==> images/m3.png <==
Cells faint in the background.
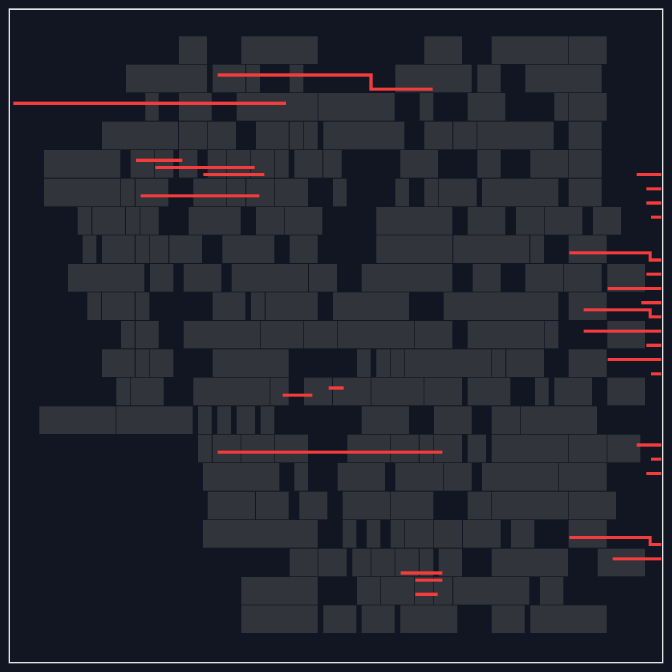
==> images/m1.png <==
Cells faint in the background.
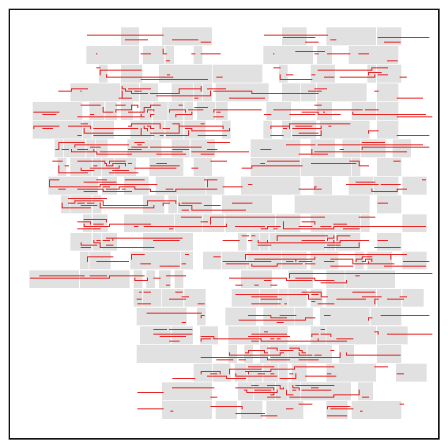
--- src/rtl/seg7_pkg.sv ---
// Shared seven-segment types and gfedcba decode constants.
// Segment codes are active-high; polarity is applied at the pins.
package seg7_pkg;

  typedef logic [6:0] seg7_t;

  localparam seg7_t SEG7_0    = 7'b0111111;
  localparam seg7_t SEG7_1    = 7'b0000110;
  localparam seg7_t SEG7_2    = 7'b1011011;
  localparam seg7_t SEG7_3    = 7'b1001111;
  localparam seg7_t SEG7_4    = 7'b1100110;
  localparam seg7_t SEG7_5    = 7'b1101101;
  localparam seg7_t SEG7_6    = 7'b1111101;
  localparam seg7_t SEG7_7    = 7'b0000111;
  localparam seg7_t SEG7_8    = 7'b1111111;
  localparam seg7_t SEG7_9    = 7'b1101111;
  localparam seg7_t SEG7_DASH = 7'b1000000;
  localparam seg7_t SEG7_OFF  = 7'b0000000;

endpackage

--- src/rtl/seg7_scan_driver_if.sv ---
// Display bus: BCD capture side plus multiplexed segment/anode pins.
// The driver is the slave; whoever feeds BCD digits is the master.
interface seg7_scan_driver_if
  import seg7_pkg::*;
#(
  parameter int DIGITS = 2
);

  logic [4*DIGITS-1:0] din;
  logic [DIGITS-1:0]   dp_in;
  logic                load;
  seg7_t               seg;
  logic                dp_out;
  logic [DIGITS-1:0]   an;

  modport master (
    output din, dp_in, load,
    input  seg, dp_out, an
  );

  modport slave (
    input  din, dp_in, load,
    output seg, dp_out, an
  );

endinterface

--- src/rtl/bcd_to_seg7.sv ---
// Combinational BCD digit to active-high gfedcba segment decoder.
// Non-BCD codes 10..15 show a dash.
module bcd_to_seg7
  import seg7_pkg::*;
(
  input  logic [3:0] bcd,
  output seg7_t      seg
);

  always_comb begin
    seg = SEG7_DASH;
    unique case (bcd)
      4'd0:    seg = SEG7_0;
      4'd1:    seg = SEG7_1;
      4'd2:    seg = SEG7_2;
      4'd3:    seg = SEG7_3;
      4'd4:    seg = SEG7_4;
      4'd5:    seg = SEG7_5;
      4'd6:    seg = SEG7_6;
      4'd7:    seg = SEG7_7;
      4'd8:    seg = SEG7_8;
      4'd9:    seg = SEG7_9;
      default: seg = SEG7_DASH;
    endcase
  end

endmodule

--- src/rtl/seg7_scan_driver.sv ---
// Multiplexed seven-segment scan driver with registered outputs.
// Define SEG7_LEADING_ZERO_BLANK_EN to blank leading zero digits.
module seg7_scan_driver
  import seg7_pkg::*;
#(
  parameter int DIGITS         = 2,
  parameter int SCAN_DIV       = 50000,
  parameter int SEG_ACTIVE_LOW = 1
) (
  input logic               clk,
  input logic               reset,
  seg7_scan_driver_if.slave bus
);

  localparam int PW = (SCAN_DIV > 1) ? $clog2(SCAN_DIV) : 1;
  localparam int IW = (DIGITS > 1) ? $clog2(DIGITS) : 1;
  localparam logic INV = (SEG_ACTIVE_LOW != 0);

  localparam logic [PW-1:0] PLAST = PW'(SCAN_DIV - 1);
  localparam logic [IW-1:0] ILAST = IW'(DIGITS - 1);

  logic [PW-1:0]           pcnt;
  logic [IW-1:0]           idx;
  logic [DIGITS-1:0][3:0]  disp;
  logic [DIGITS-1:0]       dpr;
  logic [3:0]              cur;
  seg7_t                   dec;
  logic                    blank;

  assign cur = disp[idx];

  bcd_to_seg7 u_dec (
    .bcd (cur),
    .seg (dec)
  );

`ifdef SEG7_LEADING_ZERO_BLANK_EN
  logic [DIGITS-1:0] lz;

  // Digit i is a leading zero when it and all digits above it are 0.
  always_comb begin
    logic z;
    lz = '0;
    z  = 1'b1;
    for (int i = DIGITS - 1; i >= 1; i--) begin
      z     = z & (disp[i] == 4'd0);
      lz[i] = z;
    end
  end

  assign blank = lz[idx];
`else
  assign blank = 1'b0;
`endif

  always_ff @(posedge clk) begin
    if (reset) begin
      pcnt       <= '0;
      idx        <= '0;
      disp       <= '0;
      dpr        <= '0;
      bus.an     <= {DIGITS{INV}};
      bus.seg    <= SEG7_OFF ^ {7{INV}};
      bus.dp_out <= INV;
    end else begin
      if (bus.load) begin
        disp <= bus.din;
        dpr  <= bus.dp_in;
      end
      if (pcnt == PLAST) begin
        pcnt <= '0;
        idx  <= (idx == ILAST) ? '0 : idx + 1'b1;
      end else begin
        pcnt <= pcnt + 1'b1;
      end
      // Outputs reflect the pre-edge digit index and display register.
      if (blank) begin
        bus.an     <= {DIGITS{INV}};
        bus.seg    <= SEG7_OFF ^ {7{INV}};
        bus.dp_out <= INV;
      end else begin
        bus.an     <= (DIGITS'(1) << idx) ^ {DIGITS{INV}};
        bus.seg    <= dec ^ {7{INV}};
        bus.dp_out <= dpr[idx] ^ INV;
      end
    end
  end

endmodule

--- src/flat_wrapper.sv ---
// flat-port wrapper written by rule: the top's interface ports become plain ports
module seg7_scan_driver_flat import seg7_pkg::*;
#(
  parameter int DIGITS         = 2,
  parameter int SCAN_DIV       = 50000,
  parameter int SEG_ACTIVE_LOW = 1
)
  (clk, reset, bus_din, bus_dp_in, bus_load, bus_seg, bus_dp_out, bus_an);
  seg7_scan_driver_if #(.DIGITS(DIGITS)) bus_i ();
  input logic clk;
  input logic reset;
  input wire logic [$bits(bus_i.din)-1:0] bus_din;
  input wire logic [$bits(bus_i.dp_in)-1:0] bus_dp_in;
  input wire logic [$bits(bus_i.load)-1:0] bus_load;
  output wire logic [$bits(bus_i.seg)-1:0] bus_seg;
  output wire logic [$bits(bus_i.dp_out)-1:0] bus_dp_out;
  output wire logic [$bits(bus_i.an)-1:0] bus_an;
  assign bus_i.din = bus_din;
  assign bus_i.dp_in = bus_dp_in;
  assign bus_i.load = bus_load;
  assign bus_seg = bus_i.seg;
  assign bus_dp_out = bus_i.dp_out;
  assign bus_an = bus_i.an;
  seg7_scan_driver #(.DIGITS(DIGITS), .SCAN_DIV(SCAN_DIV), .SEG_ACTIVE_LOW(SEG_ACTIVE_LOW)) u_core (.clk(clk), .reset(reset), .bus(bus_i));
endmodule
--- config.mk ---
export PLATFORM = sky130hd
export DESIGN_NAME = seg7_scan_driver_flat
export DESIGN_NICKNAME = d
export VERILOG_FILES = /design/src/rtl/seg7_pkg.sv /design/src/rtl/seg7_scan_driver_if.sv /design/src/rtl/bcd_to_seg7.sv /design/src/rtl/seg7_scan_driver.sv /design/src/flat_wrapper.sv
export SDC_FILE = /design/constraint.sdc
export NUM_CORES = 1
export LEC_CHECK = 0
export ABC_CLOCK_PERIOD_IN_PS = 1900
export CORE_MARGIN = 1.5
export CORE_UTILIZATION = 46
export DETAILED_ROUTE_END_ITERATION = 10
export HOLD_SLACK_MARGIN = 0.05
export PLACE_DENSITY = 0.72
export REMOVE_ABC_BUFFERS = 1
export SETUP_SLACK_MARGIN = 0.2
export SLEW_MARGIN = 20
export SYNTH_ARGS = -nofsm -noshare
export SYNTH_HDL_FRONTEND = slang
export SYNTH_SLANG_ARGS = --single-unit
--- constraint.sdc ---
create_clock -name clk -period 1.9 [get_ports clk]
set_clock_uncertainty 0.05 [all_clocks]
set_input_delay 0.38 -clock clk [delete_from_list [all_inputs] [get_ports clk]]
set_output_delay 0.38 -clock clk [all_outputs]
set_load 0.02 [all_outputs]
==> notes.md <==
flow finished, numbers: setup TNS=0 ns, Slew @ Worst Pin=between 0.4 and 0.5 ns, Reg2Reg Setup Slack=0.09 ns, Worst R2R Path Depth=4, Ant. Diodes=0, R2R Path Start=u_core.pcnt[10], Syn Area/Cell=just under 10 um^2, post-synth top area cell=dfxtp_1, synthesized chip area reported by yosys=around 0.0016 mm^2, WL/cell=between 10 and 15 um, area grow syn2layout=29.0%, number of global-route vias before repair=between 1000 and 1500, combinational share of power=0.112, CP max FO=3, OpenROAD warnings=31, worst hold stages=1, CP required=between 2 and 2.5 ns, clk buf depth=2, fp_density=0.481, Synth cell types=38, met2 WL post-DR=between 1000 and 1500 um, outcome=completed, CP Data Arrival Time=about 2 ns, peak supply drop=0.000430 V, Tot GR Track Use=0.174, IO buf count=22, largest reg by FF count=u_core.pcnt, Pwr per Cell Area=between 800 and 900 mW/mm^2, Post-Synthesis Cells=about 170, met2 Usage GRT=0.289, Net Sw Power=359 uW, Int Power=~1.3 mW, Combinational Power=approximately 190 uW, postcts setup bufs=0, asr flop ratio synth=0, Max Slew Vio Count=0, Final nets=about 220, vias per inst=between 5 and 6, Die Height=a little over 60 um, share of cells above drive strength 1=0.209, synth cell count leaders=dfxtp_1 (37), nor2_1 (30), mux2i_1 (15), highest-power group=sequential cells, fmax=between 500 and 600 MHz, total CTS buffers=5, sw frac=0.215, Slowest-stage cell, CP=or4_4, Top FF cell, synth=dfxtp_1, RSZ-0062 raised after global routing=true, num rows=21, Finish-stage setup viols=0, initial antenna violation count=0, Ys Warns=0, P_leak=roughly 0.86 nW, Reg2Reg Capture Point=u_core.idx, Post-Synthesis Cell Area=0.00162 mm^2, hpwl dp=~2100 um, Sequential Power=roughly 800 uW, top-count cell post-synth=dfxtp_1, Yosys reg bits=37, ys cells=~170, Post-synth area hogs=dfxtp_1 (46%), mux2i_1 (9.3%), nor2_1 (7.0%), TritonCTS clock tree=yes, met3 routed WL=170 um, Hold-fix buffers, CTS=0, DIE WIDTH=just over 60 um, CTS Sinks=37, startpoint of the worst hold path=u_core.pcnt[0], Late-Pin Clk Latency=between 0.3 and 0.4 ns, Largest regs=u_core.pcnt: 16 flops, u_core.disp: 8 flops, u_core.bus.seg: 7 flops, core area=roughly 0.0034 mm^2, max-capacitance violation count=0, Worst Setup SP=u_core.pcnt[10], pin count of the biggest net entering global routing=14, TritonRoute pass-1 iters=4, CP endpoint=u_core.idx, Setup CP Type=flop to flop, Hold Path Class=flop to flop, Most Used Layer, Global Route=met2, final instance area=~0.0021 mm^2, Die Size=roughly 0.0039 mm^2, Tcrit/Tclk final=0.955, Post-synth seq share=0.458, grt ovf=0, Post-DP Area=0.00194 mm^2, Clock power frac=0.395, Largest register FFs=16, Hold Violations, Final=0, min Tclk post-route=about 1.8 ns, DRC viols=0, critical-path cell list=or4b_4, or4_4, xor2_1, nor2_1, io pins=23, CP endpoint kind=flop, Seq pwr share=0.493, root buffer cell=clkbuf_4, WL met1=roughly 1500 um, Yosys top cell area share=0.458, global-route wire length before repair=roughly 5300 um, Clock group=661 uW, Hold EP=u_core.pcnt[0], number of DRC markers in iteration 0=30, Fin Hold WS=0.419 ns
Notes on m3.png above:
- share of all routed wire: 5.5%
- wire length on this layer: 171 um
- longest straight run: 25.8 um
- main direction: horizontal
WL final: 3110 um
via count: 1239
M3 GR Usage: 0.0616

Notes on m1.png above:
- nets with wire on the layer: 200
- longest straight run: 23.5 um
- share of all routed wire: 47%
- wire length on this layer: 1450 um
met1 Use GR: 0.200

[through the flow]
stage / worst slack, ns / std cells / power [mW] / util
3_5_place_dp: 0.0636 / 238 / 1.03 / 0.576
6_report: 0.0858 / 247 / 1.67 / 0.621
3_3_place_gp: 0.0794 / 238 / 1.03 / 0.576
5_1_grt: 0.0462 / 247 / 1.75 / 0.621
2_1_floorplan: 0.00522 / 159 / 0.936 / -
4_1_cts: 0.0828 / 247 / 1.69 / 0.610
[cells in the final DEF (no fill, tap or decap), drive strengths merged, types with 2 or more instances in the layout]
cell type      instances
a21o                   2
a21oi                  4
and4                   3
buf                   11
bufinv                 2
clkbuf                 5
clkdlybuf4s50         12
dfxtp                 37
dlygate4sd2            7
dlymetal6s2s           3
ha                     6
inv                    3
mux2                   3
mux2i                 15
nand2                  7
nand2b                 5
nand3                  6
nand4                  3
nor2                  30
nor3                   2
or2                    5
or4                    2
or4b                   2
xnor2                  6
xor2                   8
[cells by family (layout without fill, tap and decap cells)]
logic type	Yosys count	after routing	share of synthesized area
buffers and inverters	10	44	0.0317
multiplexers	18	18	0.114
AND/OR/NAND/NOR	70	71	0.230
flip-flops	37	37	0.458
AND-OR/OR-AND	11	11	0.0441
XOR/XNOR	14	14	0.0758
adder cells (fa/ha/maj)	6	6	0.0464
[area by class of cell]
cell class	count	area (um^2)
clock buffer	5	37.5
clock inverter	3	65.1
fill	302	1280
inverter	3	11.3
multi-input combinational	120	866
sequential	37	748
tap	46	57.6
timing repair buffer	33	302
[worst max-delay path, delay by kind of cell, from the launching register on]
family / cells / cell delay (ns)
flip-flops: 1 / 0.33
XOR/XNOR: 1 / 0.15
AND/OR/NAND/NOR: 3 / 1.16
[timing repair]
action	CTS	global route
setup endpoints to repair	27	22
endpoints found under the hold margin	0	0
resized	11	12
pin swaps	1	3
gates cloned	1	0
No activity file was given, so power comes from the tool's default toggle rates.
